`src/rtl/vit_dec_k.sv`:
```
// vit_dec_k - parametrised rate-1/N hard-decision Viterbi decoder.
//
// Fully parallel add-compare-select over S = 2^(K-1) states with
// register-exchange survivors, so one received symbol is decoded per clock.
// After TB accepted symbols the decoder emits one bit per accepted symbol.
//
// Parameters:
//   K         constraint length (3..6)
//   N         code symbols per input bit (2..4)
//   G         generator set, G[n] at bits [(N-n)*K-1 -: K]
//   MW        path-metric width, 2^(MW-2) > 2*N*K
//   TB        decision depth / survivor length, >= K
//   SYNC_WIN  sync-check window in symbols (sync detect only)
//   SYNC_THR  sync-check threshold (sync detect only)
//
// Ports:
//   clock       rising-edge clock
//   reset       asynchronous, active-high reset
//   Rx[N-1:0]   received hard symbol, Rx[N-1-n] = code bit c_n
//   seq_ready   Rx valid; a symbol is accepted on every edge where it is 1
//   Dx          decoded bit
//   oe          one-cycle strobe marking a valid Dx
//   sync_error  loss-of-sync flag
//
// Build option: define VIT_SYNC_DETECT_EN to include the sync detector.
// Without it sync_error is tied low and SYNC_WIN/SYNC_THR have no effect.

module vit_dec_k #(
  parameter int               K        = 3,
  parameter int               N        = 2,
  parameter logic [N*K-1:0]   G        = {3'b111, 3'b101},
  parameter int               MW       = 8,
  parameter int               TB       = 15,
  parameter int               SYNC_WIN = 16,
  parameter int               SYNC_THR = 4
) (
  input  logic         clock,
  input  logic         reset,
  input  logic [N-1:0] Rx,
  input  logic         seq_ready,
  output logic         Dx,
  output logic         oe,
  output logic         sync_error
);

  localparam int S   = 1 << (K - 1);
  localparam int SW  = K - 1;
  localparam int BMW = $clog2(N + 1);
  localparam int CW  = $clog2(TB + 1);

  localparam logic [MW-1:0] PM_INIT  = {2'b01, {(MW - 2){1'b0}}};
  localparam logic [CW-1:0] FILL_MAX = CW'(TB);

  if (K < 3 || K > 6 || N < 2 || N > 4 || TB < K ||
      (1 << (MW - 2)) <= 2 * N * K || SYNC_WIN < 1 || SYNC_THR < 0) begin : g_bad_param
    $error("vit_dec_k: illegal parameter set");
  end

  // Expected code symbol for encoder register r = {u, state}.
  function automatic logic [N-1:0] enc_sym(input logic [K-1:0] r);
    logic [N-1:0] c;
    c = '0;
    for (int n = 0; n < N; n++) begin
      c[N-1-n] = ^(r & G[(N-n)*K-1 -: K]);
    end
    return c;
  endfunction

  function automatic logic [BMW-1:0] popcnt(input logic [N-1:0] v);
    logic [BMW-1:0] cnt;
    cnt = '0;
    for (int i = 0; i < N; i++) begin
      cnt = cnt + {{(BMW - 1){1'b0}}, v[i]};
    end
    return cnt;
  endfunction

  logic [MW-1:0] pm_q   [S];
  logic [MW-1:0] pm_raw [S];
  logic [MW-1:0] pm_d   [S];
  logic [TB-1:0] sv_q   [S];
  logic [TB-1:0] sv_d   [S];

  logic          all_msb;
  logic [SW-1:0] best_idx;
  logic [MW-1:0] best_pm;
  logic [CW-1:0] fill_q;
  logic          dx_q;
  logic          oe_q;

  // Per-state ACS. Both predecessors of state s share s[K-3:0] as their
  // upper bits; the input bit that leads into s is its MSB.
  for (genvar s = 0; s < S; s++) begin : g_acs
    localparam logic [SW-1:0] ST = SW'(s);
    localparam logic [SW-1:0] P0 = {ST[SW-2:0], 1'b0};
    localparam logic [SW-1:0] P1 = {ST[SW-2:0], 1'b1};
    localparam logic          U  = ST[SW-1];
    localparam logic [N-1:0]  E0 = enc_sym({U, P0});
    localparam logic [N-1:0]  E1 = enc_sym({U, P1});

    logic [BMW-1:0] bm0, bm1;
    logic [MW-1:0]  cand0, cand1;
    logic           sel1;
    logic [TB-1:0]  sv_win;

    assign bm0    = popcnt(Rx ^ E0);
    assign bm1    = popcnt(Rx ^ E1);
    assign cand0  = pm_q[P0] + {{(MW - BMW){1'b0}}, bm0};
    assign cand1  = pm_q[P1] + {{(MW - BMW){1'b0}}, bm1};
    // strict compare: a tie keeps p0
    assign sel1   = cand1 < cand0;
    assign sv_win = sel1 ? sv_q[P1] : sv_q[P0];

    assign pm_raw[s] = sel1 ? cand1 : cand0;
    assign sv_d[s]   = {sv_win[TB-2:0], U};
    assign pm_d[s]   = all_msb ? {1'b0, pm_raw[s][MW-2:0]} : pm_raw[s];
  end

  // Subtracting 2^(MW-1) from every metric at once keeps all relative
  // distances, which is all the ACS and best-state search depend on.
  always_comb begin
    all_msb = 1'b1;
    for (int s = 0; s < S; s++) begin
      all_msb = all_msb & pm_raw[s][MW-1];
    end
  end

  // Best state over the registered metrics; strict compare keeps the
  // lowest index on a tie.
  always_comb begin
    best_idx = '0;
    best_pm  = pm_q[0];
    for (int s = 1; s < S; s++) begin
      if (pm_q[s] < best_pm) begin
        best_idx = SW'(s);
        best_pm  = pm_q[s];
      end
    end
  end

  always_ff @(posedge clock or posedge reset) begin
    if (reset) begin
      for (int s = 0; s < S; s++) begin
        pm_q[s] <= (s == 0) ? '0 : PM_INIT;
        sv_q[s] <= '0;
      end
      fill_q <= '0;
      dx_q   <= 1'b0;
      oe_q   <= 1'b0;
    end else if (seq_ready) begin
      for (int s = 0; s < S; s++) begin
        pm_q[s] <= pm_d[s];
        sv_q[s] <= sv_d[s];
      end
      if (fill_q != FILL_MAX) begin
        fill_q <= fill_q + 1'b1;
      end
      dx_q <= sv_q[best_idx][TB-1];
      oe_q <= (fill_q == FILL_MAX);
    end else begin
      oe_q <= 1'b0;
    end
  end

  assign Dx = dx_q;
  assign oe = oe_q;

`ifdef VIT_SYNC_DETECT_EN
  localparam int WW = $clog2(SYNC_WIN + 1);

  logic [MW-1:0] min_new;
  logic          rise;
  logic [WW-1:0] win_q;
  logic [WW-1:0] cnt_q;
  logic [WW-1:0] cnt_nxt;
  logic          sync_q;

  // Minimum of the pre-normalisation metrics, so it is directly comparable
  // with the registered minimum even on a normalising cycle.
  always_comb begin
    min_new = pm_raw[0];
    for (int s = 1; s < S; s++) begin
      if (pm_raw[s] < min_new) begin
        min_new = pm_raw[s];
      end
    end
  end

  assign rise    = min_new > best_pm;
  assign cnt_nxt = cnt_q + WW'(rise);

  always_ff @(posedge clock or posedge reset) begin
    if (reset) begin
      win_q  <= '0;
      cnt_q  <= '0;
      sync_q <= 1'b0;
    end else if (seq_ready) begin
      if (win_q == WW'(SYNC_WIN - 1)) begin
        sync_q <= (int'(cnt_nxt) >= SYNC_THR);
        win_q  <= '0;
        cnt_q  <= '0;
      end else begin
        win_q <= win_q + 1'b1;
        cnt_q <= cnt_nxt;
      end
    end
  end

  assign sync_error = sync_q;
`else
  assign sync_error = 1'b0;
`endif

endmodule
```
`config.mk`:
```
export PLATFORM = sky130hd
export DESIGN_NAME = vit_dec_k
export DESIGN_NICKNAME = d
export VERILOG_FILES = /design/src/rtl/vit_dec_k.sv
export SDC_FILE = /design/constraint.sdc
export NUM_CORES = 1
export LEC_CHECK = 0
export CAP_MARGIN = 20
export CORE_MARGIN = 5
export CORE_UTILIZATION = 55
export DETAILED_ROUTE_END_ITERATION = 10
export GPL_TIMING_DRIVEN = 0
export PLACE_DENSITY = 0.73
export RECOVER_POWER = 50
export SLEW_MARGIN = 40
export SYNTH_ARGS = -nofsm -noshare
export SYNTH_HDL_FRONTEND = slang
export SYNTH_SLANG_ARGS = --single-unit
```
`constraint.sdc`:
```
create_clock -name clock -period 4.7 [get_ports clock]
set_input_delay 0.94 -clock clock [delete_from_list [all_inputs] [get_ports clock]]
set_output_delay 0.94 -clock clock [all_outputs]
set_load 0.02 [all_outputs]
```
==> run_summary.xml <==
<?xml version="1.0" encoding="UTF-8"?>
<metrics>
  <group name="outcome">
    <metric name="outcome" unit="">finished, violations left</metric>
    <metric name="failed_checks" unit="">max-capacitance violations, max-slew violations</metric>
  </group>
  <group name="synthesis">
    <metric name="syn-instance-count" unit="">730</metric>
    <metric name="yosys_register_bits" unit="">93</metric>
    <metric name="netlist_top_cells_count" unit="">dfrtp_1 (90), nor2_1 (84), a21oi_1 (78)</metric>
    <metric name="yosys-top-cells-area" unit="">dfrtp_1 (34%), ha_1 (12%), mux2i_1 (9.1%)</metric>
    <metric name="yosysCellCount" unit="">730</metric>
    <metric name="ys.flop_type" unit="">dfrtp_1</metric>
    <metric name="enable_flop_cells" unit="">0</metric>
    <metric name="synthesis.area" unit="sq um">6710</metric>
    <metric name="top_area_cell" unit="">dfrtp_1</metric>
    <metric name="asyncSetResetFlopFracSynth" unit="%">100</metric>
    <metric name="yosysMostFrequentCell" unit="">dfrtp_1</metric>
    <metric name="synthesis.nets" unit="">809</metric>
  </group>
  <group name="clock_tree">
    <metric name="cts_sinks" unit="">93</metric>
    <metric name="cts_root_buf" unit="">clkbuf_16</metric>
    <metric name="ctsHoldBuffers" unit="">0</metric>
    <metric name="cts_made_buffers" unit="">9</metric>
  </group>
  <group name="final_layout">
    <metric name="layout-area-overhead-vs-synth" unit="%">12.3</metric>
    <metric name="proportion_of_layout_cells_with_a_drive_suffix_above_1" unit="%">13.2</metric>
    <metric name="layout.clock_buffers" unit="">9</metric>
    <metric name="final_nets" unit="">847</metric>
    <metric name="most_frequent_standard_cell_in_the_layout_excluding_fill_and_tap_cells" unit="">dfrtp_1</metric>
    <metric name="max_flop_register" unit="">sv_q</metric>
    <metric name="clk_share" unit="%">4.05</metric>
    <metric name="layout.area.comb" unit="sq um">4180</metric>
  </group>
  <group name="sta">
    <metric name="timing_max_transition_violations_final" unit="">51</metric>
    <metric name="rsz_0062_raised_after_global_routing" unit="">yes</metric>
    <metric name="max_freq" unit="GHz">0.213</metric>
    <metric name="fin_hold_ws" unit="ns">0.490</metric>
    <metric name="relSlewSlack" unit="%">-50.4</metric>
    <metric name="finalWorstPathRequiredPeriod" unit="ns">4.69</metric>
  </group>
  <group name="job">
    <metric name="max_cap_violations" unit="">1</metric>
  </group>
  <group name="floorplanning">
    <metric name="design.core.area" unit="sq um">12000</metric>
    <metric name="floorplan.die_area" unit="sq um">14500</metric>
    <metric name="floorplan.core_util" unit="%">55.9</metric>
    <metric name="die_width" unit="microns">120</metric>
  </group>
  <group name="setup_path">
    <metric name="critical_path_peak_fanout" unit="">10</metric>
    <metric name="worst_path_arrival_time" unit="ns">4.93</metric>
    <metric name="crit_path_top_delay_cell" unit="">o41a_4</metric>
    <metric name="worst_path_most_repeated_cell" unit="">ha_1</metric>
    <metric name="peak_per_stage_delay_on_the_critical_path" unit="ns">0.52</metric>
    <metric name="worst_path_cell_chain" unit="">ha_1, nand4_1, o31ai_2, buf_6, mux2i_4, ha_1, a211o_1, o41a_4, clkbuf_4, o21ai_0, ha_1, a2111oi_2, o31ai_1, a221oi_2, buf_4, a31oi_1, o31ai_2</metric>
    <metric name="setup.worst_path.end" unit="">Dx</metric>
    <metric name="reg2reg_to" unit="">Dx</metric>
    <metric name="timing.setup.critical_path_class" unit="">register to register</metric>
    <metric name="reg2reg_setup_slack" unit="ns">0.01</metric>
  </group>
  <group name="global_routing">
    <metric name="maximum_number_of_pins_on_one_net_before_global_route_repair" unit="">51</metric>
    <metric name="global_route_wire_length_before_repair" unit="mm">29.0</metric>
    <metric name="groute.layer.met1.usage" unit="%">32.9</metric>
    <metric name="grt_antenna_before_repair" unit="">0</metric>
    <metric name="global_route.overflow_total" unit="">0</metric>
    <metric name="grt_usage" unit="%">25.3</metric>
  </group>
  <group name="routing">
    <metric name="detailroute.wirelength.met3" unit="microns">867</metric>
    <metric name="dr.max_layer_used" unit="">met4</metric>
    <metric name="avgRoutedWirePerCell" unit="microns">19.4</metric>
    <metric name="detail_route.iter0.violations" unit="">393</metric>
  </group>
  <group name="min_path">
    <metric name="min_delay_worst_endpoint" unit="">sv_q[0]</metric>
    <metric name="hold_path.class" unit="">register to register</metric>
    <metric name="hold_path.startpoint" unit="">sv_q[0]</metric>
  </group>
  <group name="placed_design">
    <metric name="post-dp-hpwl" unit="mm">13.1</metric>
    <metric name="port_buffers" unit="">5</metric>
  </group>
</metrics>
-- cells by family (layout without fill, tap and decap cells) --
| group | after synthesis | after routing | synth area share (%) |
|---|---|---|---|
| flops | 93 | 93 | 34.7 |
| other cells | 1 | 1 | 0.0559 |
| xor+xnor | 49 | 49 | 6.39 |
| fa+ha+maj | 74 | 74 | 14.7 |
| compound gates | 178 | 178 | 16.3 |
| buf+inv | 72 | 115 | 4.46 |
| mux | 71 | 71 | 10.8 |
| simple gates | 192 | 192 | 12.6 |
-- per-stage QoR --
stage                     worst slack, ns  util (%)  cell area (sq um)
after floorplan                     0.168         -               6710
after global placement             -0.629      57.8               6950
after detailed placement           -0.689      58.0               6970
after CTS                        0.000772      61.4               7380
after global routing               -0.230      62.8               7540
final                              0.0104      62.8               7540
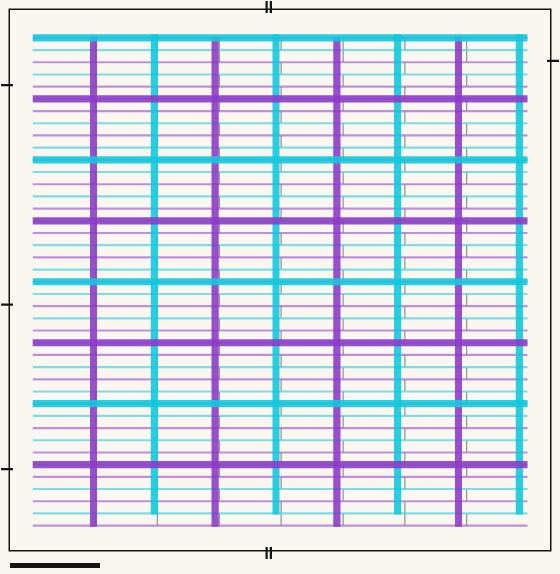
(images/power_grid.png)
Scale bar: 20 microns. Pins as bars on the die edge. Tap cells in grey.
colour	net
cyan	VDD
purple	VSS
met5 straps	8
signal pins	8
met1 rails	41
rows	40
met4 straps	8
Die Height: 120 microns

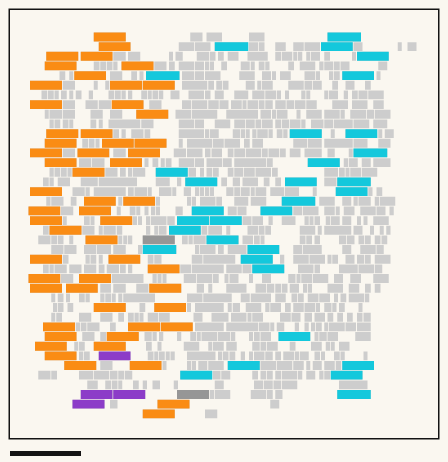
(images/flops_by_reg.png)
Scale bar: 20 microns. Other sequential cells in the stronger grey, the rest of the logic in the fainter grey.
colour	name in the netlist	sequential cells
cyan	pm_q	32
purple	fill_q	4
orange	sv_q	55
not coloured	2
total area of sequential cells: 2340 sq um
final core utilization: 62.8%
Seq area share: 31.0%

